**src/rtl/keypad_scanner_pkg.sv**
```systemverilog
`default_nettype none
// ============================================================================
//  Module      : keypad_scanner_pkg
//  Description : Shared definitions for the 4x4 keypad scanner: FSM state
//                encoding, idle column drive, key_code field layout and the
//                row-priority / code-packing helpers.
//  Revision    : 1.0 - initial release
// ============================================================================
package keypad_scanner_pkg;

    // Scanner FSM states
    localparam logic [1:0] SCAN     = 2'd0;
    localparam logic [1:0] DEBOUNCE = 2'd1;
    localparam logic [1:0] PRESSED  = 2'd2;

    // Column drive after reset: column 0 selected (active-low)
    localparam logic [3:0] COL_IDLE = 4'b1110;

    // key_code = {row_idx, col_idx}
    localparam int ROW_MSB = 3;
    localparam int ROW_LSB = 2;
    localparam int COL_MSB = 1;
    localparam int COL_LSB = 0;

    // Fixed priority: the lowest-numbered low row wins. Only meaningful when
    // at least one row is low; returns 3 otherwise.
    function automatic logic [1:0] lowest_low_row(input logic [3:0] rows);
        logic [1:0] idx;
        if (!rows[0]) begin
            idx = 2'd0;
        end else if (!rows[1]) begin
            idx = 2'd1;
        end else if (!rows[2]) begin
            idx = 2'd2;
        end else begin
            idx = 2'd3;
        end
        return idx;
    endfunction

    function automatic logic [3:0] pack_code(input logic [1:0] row_idx,
                                             input logic [1:0] col_idx);
        logic [3:0] code;
        code                  = 4'd0;
        code[ROW_MSB:ROW_LSB] = row_idx;
        code[COL_MSB:COL_LSB] = col_idx;
        return code;
    endfunction

endpackage
`default_nettype wire

```
**src/rtl/keypad_scanner_sync.sv**
```systemverilog
`default_nettype none
// ============================================================================
//  Module      : sync_2ff
//  Description : Two-flop synchronizer for asynchronous level inputs.
//                Flops reset to all-ones so idle (pulled-up, active-low)
//                lines read as inactive while reset is held.
//  Ports       : clk   - destination clock
//                rst_n - asynchronous active-low reset
//                d     - asynchronous input bus
//                q     - synchronized output bus (2 clk latency)
//  Revision    : 1.0 - initial release
// ============================================================================
module sync_2ff #(
    parameter int WIDTH = 1
) (
    input  logic             clk,
    input  logic             rst_n,
    input  logic [WIDTH-1:0] d,
    output logic [WIDTH-1:0] q
);

    logic [WIDTH-1:0] r_meta;
    logic [WIDTH-1:0] r_sync;

    always_ff @(posedge clk or negedge rst_n) begin
        if (!rst_n) begin
            r_meta <= '1;
            r_sync <= '1;
        end else begin
            r_meta <= d;
            r_sync <= r_meta;
        end
    end

    assign q = r_sync;

endmodule
`default_nettype wire

```
**src/rtl/keypad_scanner.sv**
```systemverilog
`default_nettype none
// ============================================================================
//  Module      : keypad_scanner
//  Description : 4x4 scanned-matrix keypad reader. Drives one active-low
//                column at a time, samples the synchronized active-low rows
//                at the end of each column dwell, debounces press and
//                release, and reports the accepted key.
//  Ports       : clk       - system clock
//                rst_n     - asynchronous active-low reset
//                io_col    - column drive, active-low, one bit low
//                io_row    - row returns, active-low, asynchronous
//                key_code  - {row_idx, col_idx} of last accepted key
//                key_valid - one-cycle strobe on press acceptance
//                key_held  - high from acceptance until debounced release
//  Params      : SCAN_DIV       - clk cycles per column dwell (>= 4)
//                DEBOUNCE_SCANS - matching samples to accept (>= 2)
//  Revision    : 1.0 - initial release
// ============================================================================
module keypad_scanner
    import keypad_scanner_pkg::*;
#(
    parameter int SCAN_DIV       = 1000,
    parameter int DEBOUNCE_SCANS = 8
) (
    input  logic       clk,
    input  logic       rst_n,
    output logic [3:0] io_col,
    input  logic [3:0] io_row,
    output logic [3:0] key_code,
    output logic       key_valid,
    output logic       key_held
);

    localparam int DW_W = $clog2(SCAN_DIV);
    localparam int DB_W = $clog2(DEBOUNCE_SCANS);

    localparam logic [DW_W-1:0] c_dwell_last = DW_W'(SCAN_DIV - 1);
    localparam logic [DB_W-1:0] c_scans_last = DB_W'(DEBOUNCE_SCANS - 1);

    // ------------------------------------------------------------------------
    // Registers
    // ------------------------------------------------------------------------
    logic [1:0]      r_state;
    logic [DW_W-1:0] r_dwell;
    logic [1:0]      r_col_idx;
    logic [3:0]      r_col;
    logic [3:0]      r_cand_code;
    logic [DB_W-1:0] r_deb_cnt;
    logic [DB_W-1:0] r_rel_cnt;
    logic [3:0]      r_key_code;
    logic            r_key_valid;
    logic            r_key_held;

    // ------------------------------------------------------------------------
    // Row synchronization and decode
    // ------------------------------------------------------------------------
    logic [3:0] w_row_s;
    logic       w_sample;
    logic       w_pressed;
    logic [1:0] w_row_idx;
    logic [3:0] w_code;
    logic       w_match;

    sync_2ff #(
        .WIDTH (4)
    ) u_row_sync (
        .clk   (clk),
        .rst_n (rst_n),
        .d     (io_row),
        .q     (w_row_s)
    );

    // Sampling at the end of the dwell gives the column drive, the external
    // matrix and the two synchronizer stages time to settle after a change.
    assign w_sample  = (r_dwell == c_dwell_last);
    assign w_pressed = ~(&w_row_s);
    assign w_row_idx = lowest_low_row(w_row_s);
    assign w_code    = pack_code(w_row_idx, r_col_idx);
    assign w_match   = w_pressed && (w_code == r_cand_code);

    // ------------------------------------------------------------------------
    // Dwell counter: free-running, the only timing source of the scanner
    // ------------------------------------------------------------------------
    always_ff @(posedge clk or negedge rst_n) begin
        if (!rst_n) begin
            r_dwell <= '0;
        end else if (w_sample) begin
            r_dwell <= '0;
        end else begin
            r_dwell <= r_dwell + 1'b1;
        end
    end

    // ------------------------------------------------------------------------
    // Scan / debounce / hold FSM
    // ------------------------------------------------------------------------
    always_ff @(posedge clk or negedge rst_n) begin
        if (!rst_n) begin
            r_state     <= SCAN;
            r_col_idx   <= 2'd0;
            r_col       <= COL_IDLE;
            r_cand_code <= 4'd0;
            r_deb_cnt   <= '0;
            r_rel_cnt   <= '0;
            r_key_code  <= 4'd0;
            r_key_valid <= 1'b0;
            r_key_held  <= 1'b0;
        end else begin
            r_key_valid <= 1'b0;

            if (w_sample) begin
                case (r_state)
                    SCAN: begin
                        if (w_pressed) begin
                            // Column stays locked while the key is qualified
                            r_cand_code <= w_code;
                            r_deb_cnt   <= '0;
                            r_state     <= DEBOUNCE;
                        end else begin
                            r_col_idx <= r_col_idx + 2'd1;
                            r_col     <= {r_col[2:0], r_col[3]};
                        end
                    end

                    DEBOUNCE: begin
                        if (w_match) begin
                            if (r_deb_cnt == c_scans_last) begin
                                r_key_code  <= r_cand_code;
                                r_key_valid <= 1'b1;
                                r_key_held  <= 1'b1;
                                r_rel_cnt   <= '0;
                                r_state     <= PRESSED;
                            end else begin
                                r_deb_cnt <= r_deb_cnt + 1'b1;
                            end
                        end else begin
                            // Bounce, release or a different winning row:
                            // abandon and move on to the next column.
                            r_state   <= SCAN;
                            r_col_idx <= r_col_idx + 2'd1;
                            r_col     <= {r_col[2:0], r_col[3]};
                        end
                    end

                    PRESSED: begin
                        if (w_pressed) begin
                            // Any key on the locked column keeps it held
                            r_rel_cnt <= '0;
                        end else if (r_rel_cnt == c_scans_last) begin
                            r_key_held <= 1'b0;
                            r_rel_cnt  <= '0;
                            r_state    <= SCAN;
                            r_col_idx  <= r_col_idx + 2'd1;
                            r_col      <= {r_col[2:0], r_col[3]};
                        end else begin
                            r_rel_cnt <= r_rel_cnt + 1'b1;
                        end
                    end

                    default: begin
                        r_state <= SCAN;
                    end
                endcase
            end
        end
    end

    assign io_col    = r_col;
    assign key_code  = r_key_code;
    assign key_valid = r_key_valid;
    assign key_held  = r_key_held;

endmodule
`default_nettype wire

```
**config.mk**
```make
export PLATFORM = sky130hd
export DESIGN_NAME = keypad_scanner
export DESIGN_NICKNAME = d
export VERILOG_FILES = /design/src/rtl/keypad_scanner_pkg.sv /design/src/rtl/keypad_scanner_sync.sv /design/src/rtl/keypad_scanner.sv
export SDC_FILE = /design/constraint.sdc
export NUM_CORES = 1
export LEC_CHECK = 0
export ABC_CLOCK_PERIOD_IN_PS = 1900
export CAP_MARGIN = 10
export CELL_PAD_IN_SITES_DETAIL_PLACEMENT = 2
export CELL_PAD_IN_SITES_GLOBAL_PLACEMENT = 2
export CORE_MARGIN = 4
export CORE_UTILIZATION = 35
export DETAILED_ROUTE_END_ITERATION = 16
export HOLD_SLACK_MARGIN = 0.15
export PLACE_DENSITY_LB_ADDON = 0.12
export SKIP_CTS_REPAIR_TIMING = 1
export SYNTH_ARGS = -nofsm -noshare
export SYNTH_HDL_FRONTEND = slang
export SYNTH_HIERARCHICAL = 1
export SYNTH_SLANG_ARGS = --single-unit
```
**constraint.sdc**
```tcl
create_clock -name clk -period 1.9 [get_ports clk]
set_clock_uncertainty 0.05 [all_clocks]
set_input_delay 0.38 -clock clk [delete_from_list [all_inputs] [get_ports clk]]
set_output_delay 0.38 -clock clk [all_outputs]
set_load 0.1 [all_outputs]
```
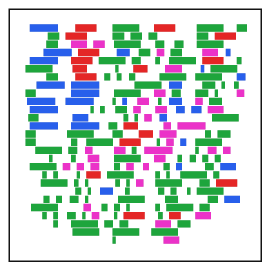
run_1/sizing.png
(3 px per µm)
legend:
  blue:
    size: x2
    cells: 27
    share: 13%
    most_used: dfstp_2
  red:
    size: x6 and larger
    cells: 17
    share: 8.3%
    most_used: buf_12
  magenta:
    size: x3 and x4
    cells: 35
    share: 17%
    most_used: buf_4
  green:
    size: x1 and smaller
    cells: 125
    share: 61%
    most_used: dfrtp_1
Buffers excl. clock: 33
area grow syn2layout: 33.2%
Setup WS post-layout: -0.0321 ns
Design Area, Final: 2660 µm²

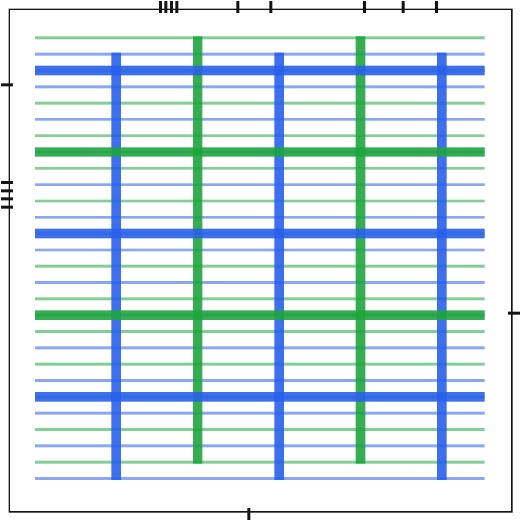
run_1/floorplan.png
(6 px per µm) Pins as bars on the die edge.
legend:
  green:
    net: VDD
  blue:
    net: VSS
rows: 27
met5 straps: 5
met4 straps: 5
met1 rails: 28
die height: 83.5 µm
peak supply drop: 0.393 mV
core area: 5510 µm²
chip width: 83.5 µm

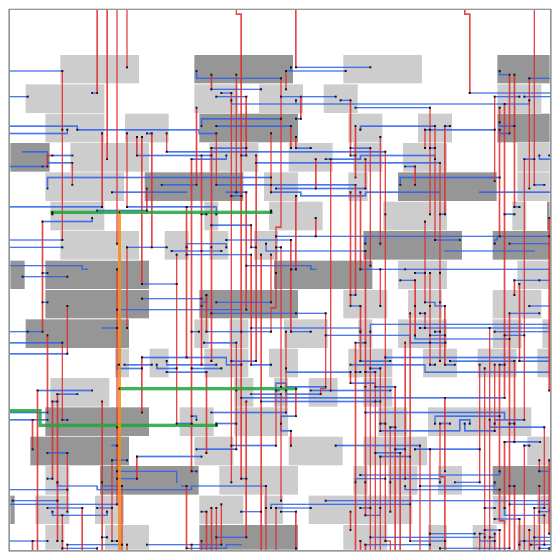
run_1/closeup.png
Region (17, 33) to (67, 83) µm. Cells in gray, sequential cells in the stronger gray; small squares are vias.
legend:
  green:
    layer: M3
  red:
    layer: M2
  orange:
    layer: M4
  blue:
    layer: M1
sequential cells in the window: 18
most frequent: dfrtp_1 (14), buf_12 (7), buf_4 (7)
cells with their middle in the window: 95
netlist names of flops here include: key_code (4), r_cand_code (4), u_row_sync/q (4)

run 1: logic make-up (layout without fill, tap and decap cells):
family | Yosys count | in the layout | synth area share
compound gates | 26 | 26 | 0.0953
xor+xnor | 10 | 10 | 0.0439
fa+ha+maj | 8 | 8 | 0.0502
buf+inv | 11 | 48 | 0.0251
flops | 42 | 42 | 0.534
mux | 16 | 16 | 0.0890
simple gates | 54 | 54 | 0.163
run 1: flip-flops by register name (all words and copies together), names as in the netlist:
register,flops
u_row_sync/q,4
key_code,4
r_col_idx,2
key_held,1
r_state,2
r_deb_cnt,3
u_row_sync/r_meta,4
r_rel_cnt,3
io_col,4
key_valid,1
r_dwell,10
r_cand_code,4
==> out/results.tsv, run 1 <==
metric	value	unit
outcome	finished, violations left	
violations	setup timing	
wl_met2	2.91	mm
overflow	0	
seq_area_frac	0.400	
nFillCells	538	
clockPowerShare	0.377	
critPathArrivalTime	2.07	ns
startpoint	u_row_sync/q[2]	
yosysChipArea	2000	µm²
endpoint_kind	register	
cpLargestDelayFamily	flip-flops	
worst_slew_pin_slew	0.519	ns
ff_count	42	
max_freq	518	MHz
layout_setup_ws	-0.0321	ns
seq_area	1060	µm²
min_to	u_row_sync/q[2]	
fin_util	0.483	
yosys-top-cells-count	31 x dfrtp_1, 13 x mux2_1, 11 x dfstp_2	
buf_share	0.150	
cts_root_buffer	clkbuf_8	
clkbuf_count	5	
vias_per_cell	5.14	
drive_above_1_share	0.387	
setup_violations	6	
maxSlewHeadroom	0.654	
num_vias	1420	
wl_per_cell	18.8	µm
clock_net_power	587	µW
drt_pre_antenna_iters	4	
p_leak	0.00120	µW
hpwl	3.87	mm
maxPowerGroup	registers	
use_met2	0.304	
powerDensity	585	nW/µm²
hold_depth	0	
ys_async_sr_fraction	1.00	
edf_count	0	
cts_buffers	5	
largest_class	flip-flops and latches	
drt-initial-drc-count	40	
cp-start-kind	register	
hold_slack	0.309	ns
place_area	2430	µm²
ff_type	dfrtp_1	
path_cells	xor2_1 -> nor2_4 -> o2111a_2 -> o21ai_4 -> mux2_4	
internal_power	1190	µW
diodes	0	
inv_count	7	
fp-utilization	0.362	
p_seq	917	µW
layout_top_cell	dfrtp_1	
yosysMostFrequentCell	dfrtp_1	
swShare	0.235	
r2r_end	r_rel_cnt[0]	
yosys.area.top_type_share	0.389	
grt_pass1_wl	8.54	mm
critPathBufInv	0	
hp-class	register to register	
wl_met1	2.10	mm
globalRouteTotalUtil	0.155	
drt-total-wl	5.18	mm
path_clk_slew	0.09	ns
comb_area	990	µm²
ant_nets	0	
n_tap_cell	72	
ios	16	
yosysTopAreaCell	dfrtp_1	
combAreaFraction	0.372	
dieArea	6970	µm²
final_max_slew_viol_count	0	
ys_ff	42	
clock_sinks	42	
reg2reg_slack	-0.03	ns
switchingPower	365	µW
period_used_share	1.02	
drc_errors	0	
postSynthCellCount	167	
endpoint	r_rel_cnt[0]	
row_count	27	
grt_max_degree	24	
ys.warnings.count	6	
nMultiInputCombCells	114	
first_global_vias	1661	
r2r_start	u_row_sync/q[2]	
path_depth	5	
p_comb_frac	0.033	
==> inputs of run 2 (changes only) <==
- CAP_MARGIN: 10 -> 5
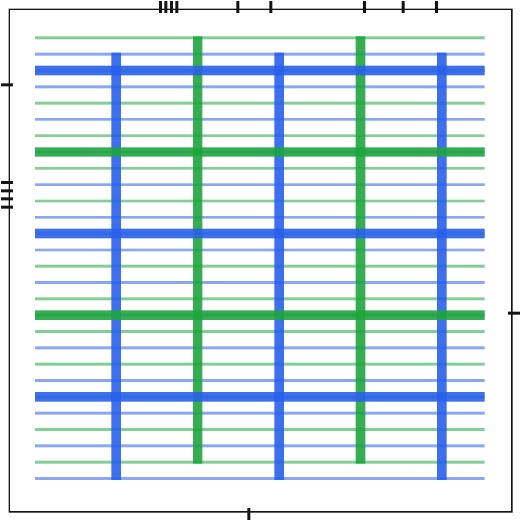
run_2/floorplan.png
(6 px per µm) Pins as bars on the die edge.
legend:
  blue:
    net: VSS
  green:
    net: VDD
met4 straps: 5
met1 rails: 28
signal pins: 16
rows: 27
met5 straps: 5

==> run 2 against run 1 <==
The run still ends with setup timing left. Clock power is essentially flat. Final cell count unchanged. First-iteration DRC count stayed put. Worst setup slack is the same. Utilization is the same.
==> out/results.tsv, run 2 <==
metric	value	unit	change
drt-initial-drc-count	40		unchanged
violations	setup timing		
max_freq	518	MHz	unchanged
setup_violations	6		unchanged
seq_area	1060	µm²	unchanged
p_leak	0.00120	µW	unchanged
yosysTopAreaCell	dfrtp_1		
use_met2	0.304		unchanged
ff_type	dfrtp_1		
drt-total-wl	5.18	mm	unchanged
nFillCells	538		unchanged
layout_setup_ws	-0.0321	ns	unchanged
critPathArrivalTime	2.07	ns	about the same
num_vias	1420		unchanged
ant_nets	0		unchanged
outcome	finished, violations left		
grt_pass1_wl	8.54	mm	unchanged
area_growth	33.2	%	unchanged
wl_per_cell	18.8	µm	unchanged
wl_met1	2.10	mm	unchanged
drive_above_1_share	0.387		unchanged
wl_met2	2.91	mm	unchanged
drt_pre_antenna_iters	4		unchanged
cpLargestDelayFamily	flip-flops		
powerDensity	585	nW/µm²	unchanged
period_used_share	1.02		unchanged
maxSlewHeadroom	0.654		unchanged
cp-start-kind	register		
yosysMostFrequentCell	dfrtp_1		
comb_area	990	µm²	unchanged
dieHeight	83.5	µm	unchanged
dieArea	6970	µm²	unchanged
r2r_start	u_row_sync/q[2]		
coreArea	5510	µm²	unchanged
diodes	0		unchanged
grt_max_degree	24		unchanged
layout_top_cell	dfrtp_1		
cts_buffers	5		unchanged
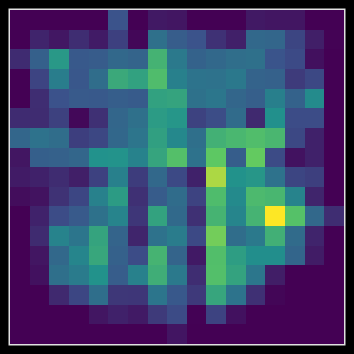
run_2/route_heat.png
(4 px per µm) The die is cut into 17 by 17 equal tiles; dark purple is low, yellow is high, scaled to the fullest tile. Values are wire area over tile area, all layers added.
mean over tiles: 0.11
densest ninth of the die: center
fullest tile: 0.44
nearly empty tiles: 23%
emptiest ninth of the die: lower right
tiles over half the peak: 15%

run 2: logic make-up after synthesis:
logic type      synth area share
compound gates            0.0953
xor+xnor                  0.0439
fa+ha+maj                 0.0502
buf+inv                   0.0251
flops                      0.534
mux                       0.0890
simple gates               0.163
run 2: layout make-up:
type / count / area share
Inverter: 7 / 0.00988
Clock buffer: 5 / 0.0259
Tap cell: 72 / 0.0339
Multi-Input combinational cell: 114 / 0.372
Clock inverter: 3 / 0.00753
Timing Repair Buffer: 33 / 0.150
Sequential cell: 42 / 0.400
run 2: report_power, final:
part / switching, µW / leakage [µW] / internal (µW)
clock: 327 / 0.0000484 / 260
sequential: 7.35 / 0.000534 / 909
combinational: 30.6 / 0.000621 / 20.9
Power figures rest on the tool's default switching activity, not on a simulated workload.
